==> images/final_placement.png <==
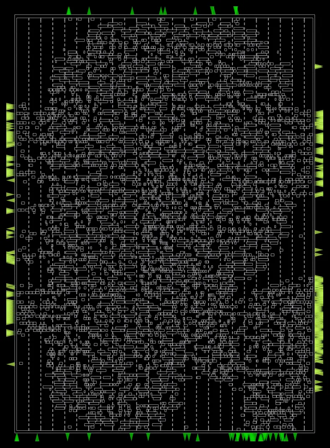
==> images/pins.png <==
Drawn at 1 px/um. Pins as bars across the die edge, other pins in grey.
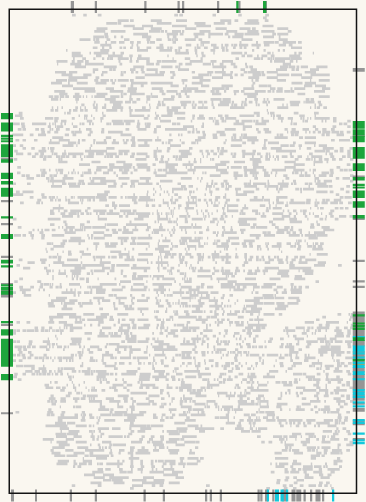
==> images/port_nets.png <==
Drawn at 1 px/um.
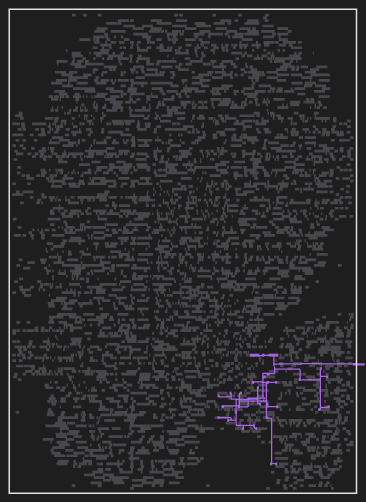
$ cat src/rtl/fetch_pkg.sv
// Shared constants, FSM encoding and line-alignment helper for the fetch queue.
package fetch_pkg;
  localparam int INSTR_W        = 32;
  localparam int LINE_W         = 128;
  localparam int WORDS_PER_LINE = 4;

  typedef enum logic {
    RUN   = 1'b0,
    FLUSH = 1'b1
  } fq_state_t;

  // Number of usable words in a line when fetch enters at word slot s.
  function automatic logic [2:0] valid_words(input logic [1:0] s);
    return 3'(3'd4 - {1'b0, s});
  endfunction
endpackage

$ cat src/rtl/fetch_queue_mem.sv
// DEPTH x 32 instruction store: 4-lane masked write at wr_ptr+lane, async read.
module fetch_queue_mem
  import fetch_pkg::*;
#(
  parameter int  DEPTH = 16,
  localparam int AW    = $clog2(DEPTH)
) (
  input  logic                                     clk,
  input  logic [WORDS_PER_LINE-1:0]                we,
  input  logic [AW-1:0]                            wr_ptr,
  input  logic [WORDS_PER_LINE-1:0][INSTR_W-1:0]   wr_data,
  input  logic [AW-1:0]                            rd_ptr,
  output logic [INSTR_W-1:0]                       rd_data
);
  logic [INSTR_W-1:0]                    mem [DEPTH];
  logic [WORDS_PER_LINE-1:0][AW-1:0]     lane_addr;

  // Lane addresses wrap naturally because DEPTH is a power of two.
  for (genvar g = 0; g < WORDS_PER_LINE; g++) begin : g_lane
    assign lane_addr[g] = wr_ptr + AW'(g);
  end

  // Masked multi-lane write; the array is deliberately not reset.
  always_ff @(posedge clk) begin
    for (int j = 0; j < WORDS_PER_LINE; j++)
      if (we[j]) mem[lane_addr[j]] <= wr_data[j];
  end

  assign rd_data = mem[rd_ptr];
endmodule

$ cat src/rtl/fetch_queue.sv
// Fetch queue: drives i_cache PC/read/abort, buffers lines, feeds decode one word per cycle.
module fetch_queue
  import fetch_pkg::*;
#(
  parameter int          DEPTH    = 16,
  parameter logic [31:0] RESET_PC = 32'h0
) (
  input  logic               i_clk,
  input  logic               rst,
  output logic [31:0]        pc_in,
  output logic               rd_en,
  output logic               abort,
  input  logic [LINE_W-1:0]  Dout,
  input  logic               Dout_valid,
  input  logic [31:0]        jmp_branch_address,
  input  logic               jmp_branch_valid,
  input  logic               dq_rd_en,
  output logic [INSTR_W-1:0] instr,
  output logic [31:0]        instr_pc,
  output logic               empty
);
  localparam int AW = $clog2(DEPTH);
  localparam int CW = AW + 1;

  fq_state_t                              state, state_nxt;
  logic [AW-1:0]                          rd_ptr, wr_ptr;
  logic [CW-1:0]                          count;
  logic [31:0]                            head_pc;
  logic                                   accept, pop;
  logic [1:0]                             s;
  logic [2:0]                             n;
  logic [WORDS_PER_LINE-1:0]              we;
  logic [WORDS_PER_LINE-1:0][INSTR_W-1:0] wdata;
  logic [INSTR_W-1:0]                     rd_data;
  logic                                   unused_addr_lsb;

  assign unused_addr_lsb = ^jmp_branch_address[1:0];

  assign s      = pc_in[3:2];
  assign n      = valid_words(s);
  assign rd_en  = (state == RUN) && (count <= CW'(DEPTH - 4));
  assign abort  = (state == FLUSH);
  assign empty  = (count == '0);
  assign accept = rd_en && Dout_valid && !jmp_branch_valid;
  assign pop    = dq_rd_en && !empty && !jmp_branch_valid;

  // Shift the line so word s lands in lane 0; lanes 0..n-1 are written.
  assign wdata = Dout >> {s, 5'b0};
  assign we    = accept ? (4'b1111 >> s) : '0;

  fetch_queue_mem #(.DEPTH(DEPTH)) u_mem (
    .clk     (i_clk),
    .we      (we),
    .wr_ptr  (wr_ptr),
    .wr_data (wdata),
    .rd_ptr  (rd_ptr),
    .rd_data (rd_data)
  );

  // State register.
  always_ff @(posedge i_clk or posedge rst) begin
    if (rst) state <= RUN;
    else     state <= state_nxt;
  end

  // Next state: a redirect always (re)enters the one-cycle abort.
  always_comb begin
    state_nxt = state;
    case (state)
      RUN:     if (jmp_branch_valid) state_nxt = FLUSH;
      FLUSH:   state_nxt = jmp_branch_valid ? FLUSH : RUN;
      default: state_nxt = RUN;
    endcase
  end

  // Fetch PC, head PC, pointers and occupancy; redirect overrides push/pop.
  always_ff @(posedge i_clk or posedge rst) begin
    if (rst) begin
      pc_in   <= RESET_PC;
      head_pc <= RESET_PC;
      rd_ptr  <= '0;
      wr_ptr  <= '0;
      count   <= '0;
    end else if (jmp_branch_valid) begin
      pc_in   <= {jmp_branch_address[31:2], 2'b00};
      head_pc <= {jmp_branch_address[31:2], 2'b00};
      rd_ptr  <= '0;
      wr_ptr  <= '0;
      count   <= '0;
    end else begin
      if (accept) begin
        wr_ptr <= wr_ptr + AW'(n);
        pc_in  <= {pc_in[31:4] + 28'd1, 4'b0};
      end
      if (pop) begin
        rd_ptr  <= rd_ptr + 1'b1;
        head_pc <= head_pc + 32'd4;
      end
      count <= count + (accept ? CW'(n) : CW'(0)) - CW'(pop);
    end
  end

  // Gate with empty so the unreset array never leaks X/stale data out.
  assign instr    = empty ? '0 : rd_data;
  assign instr_pc = head_pc;
endmodule

$ cat config.mk
export PLATFORM = sky130hd
export DESIGN_NAME = fetch_queue
export DESIGN_NICKNAME = d
export VERILOG_FILES = /design/src/rtl/fetch_pkg.sv /design/src/rtl/fetch_queue_mem.sv /design/src/rtl/fetch_queue.sv
export SDC_FILE = /design/constraint.sdc
export NUM_CORES = 2
export LEC_CHECK = 0
export CELL_PAD_IN_SITES_DETAIL_PLACEMENT = 0
export CELL_PAD_IN_SITES_GLOBAL_PLACEMENT = 1
export CORE_ASPECT_RATIO = 1.4
export CORE_MARGIN = 2
export CORE_UTILIZATION = 25
export CTS_CLUSTER_SIZE = 30
export DETAILED_ROUTE_END_ITERATION = 8
export GPL_TIMING_DRIVEN = 0
export PLACE_DENSITY_LB_ADDON = 0.1
export SYNTH_ARGS = -nofsm -noshare
export SYNTH_HDL_FRONTEND = slang
export SYNTH_SLANG_ARGS = --single-unit
$ cat constraint.sdc
create_clock -name i_clk -period 7.36 [get_ports i_clk]
set_clock_uncertainty 0.1 [all_clocks]
set_input_delay 1.104 -clock i_clk [delete_from_list [all_inputs] [get_ports i_clk]]
set_output_delay 1.104 -clock i_clk [all_outputs]
set_load 0.03 [all_outputs]
==> results_dict.tcl <==
# flow metrics
set metrics [dict create \
    status "complete, but fails checks" \
    violations "max-capacitance violations, max-slew violations, negative setup slack" \
    tritoncts "done" \
    cts_resized 0 \
    worst_slack_ps -177 \
    met3_length_um 24300 \
    grt_pass1_wl_um 357000 \
    combinationalPower_mw 4.78 \
    cts_root_buffer "clkbuf_16" \
    drv_slew 50 \
    placedInstanceArea_sq_um 46800 \
    max-cap-violations 5 \
    dieArea_sq_um 167000 \
    cp_max_fo 20 \
    seqCellArea_sq_um 17200 \
    rr_worst_depth 12 \
    synthDistinctLibCells 74 \
    critPathCaptureType "flip-flop" \
    critical_path_cell_count 12 \
    num-nonclk-inverters 58 \
    comb_area_share_pct 43.6 \
    crit_type "flip-flop to flip-flop" \
    finalCriticalPeriod_ps 7540 \
    postSynthCellCount 4019 \
    cts.path.max_buffers 3 \
    setup_viol 80 \
    post_cts_buffers 0 \
    buf_share_pct 10.8 \
    top_usage_layer "met2" \
    num-nonclk-buffers 808 \
    wl_met2_um 123000 \
]
Notes on final_placement.png above:
Fill cells: 17035
row count: 175
flop count: 586
fin cells: 6571
Final Core Density: 30.3%

Notes on pins.png above:
| colour | port | pins | direction | edge |
|---|---|---|---|---|
| green | Dout | 128 | input | 77 left, 48 right, 3 top |
| orange | jmp_branch_valid | 1 | input | right |
| cyan | pc_in | 32 | output | 24 right, 8 bottom |
all pins by edge: 127 right, 87 left, 38 bottom, 12 top
chip height: 482 um
Die Width: 346 um
PortBufs: 257

Notes on port_nets.png above:
| colour | port | direction | edge | end cells | wire |
|---|---|---|---|---|---|
| purple | jmp_branch_valid | input | right | 33 | 646 um |
num ports: 264

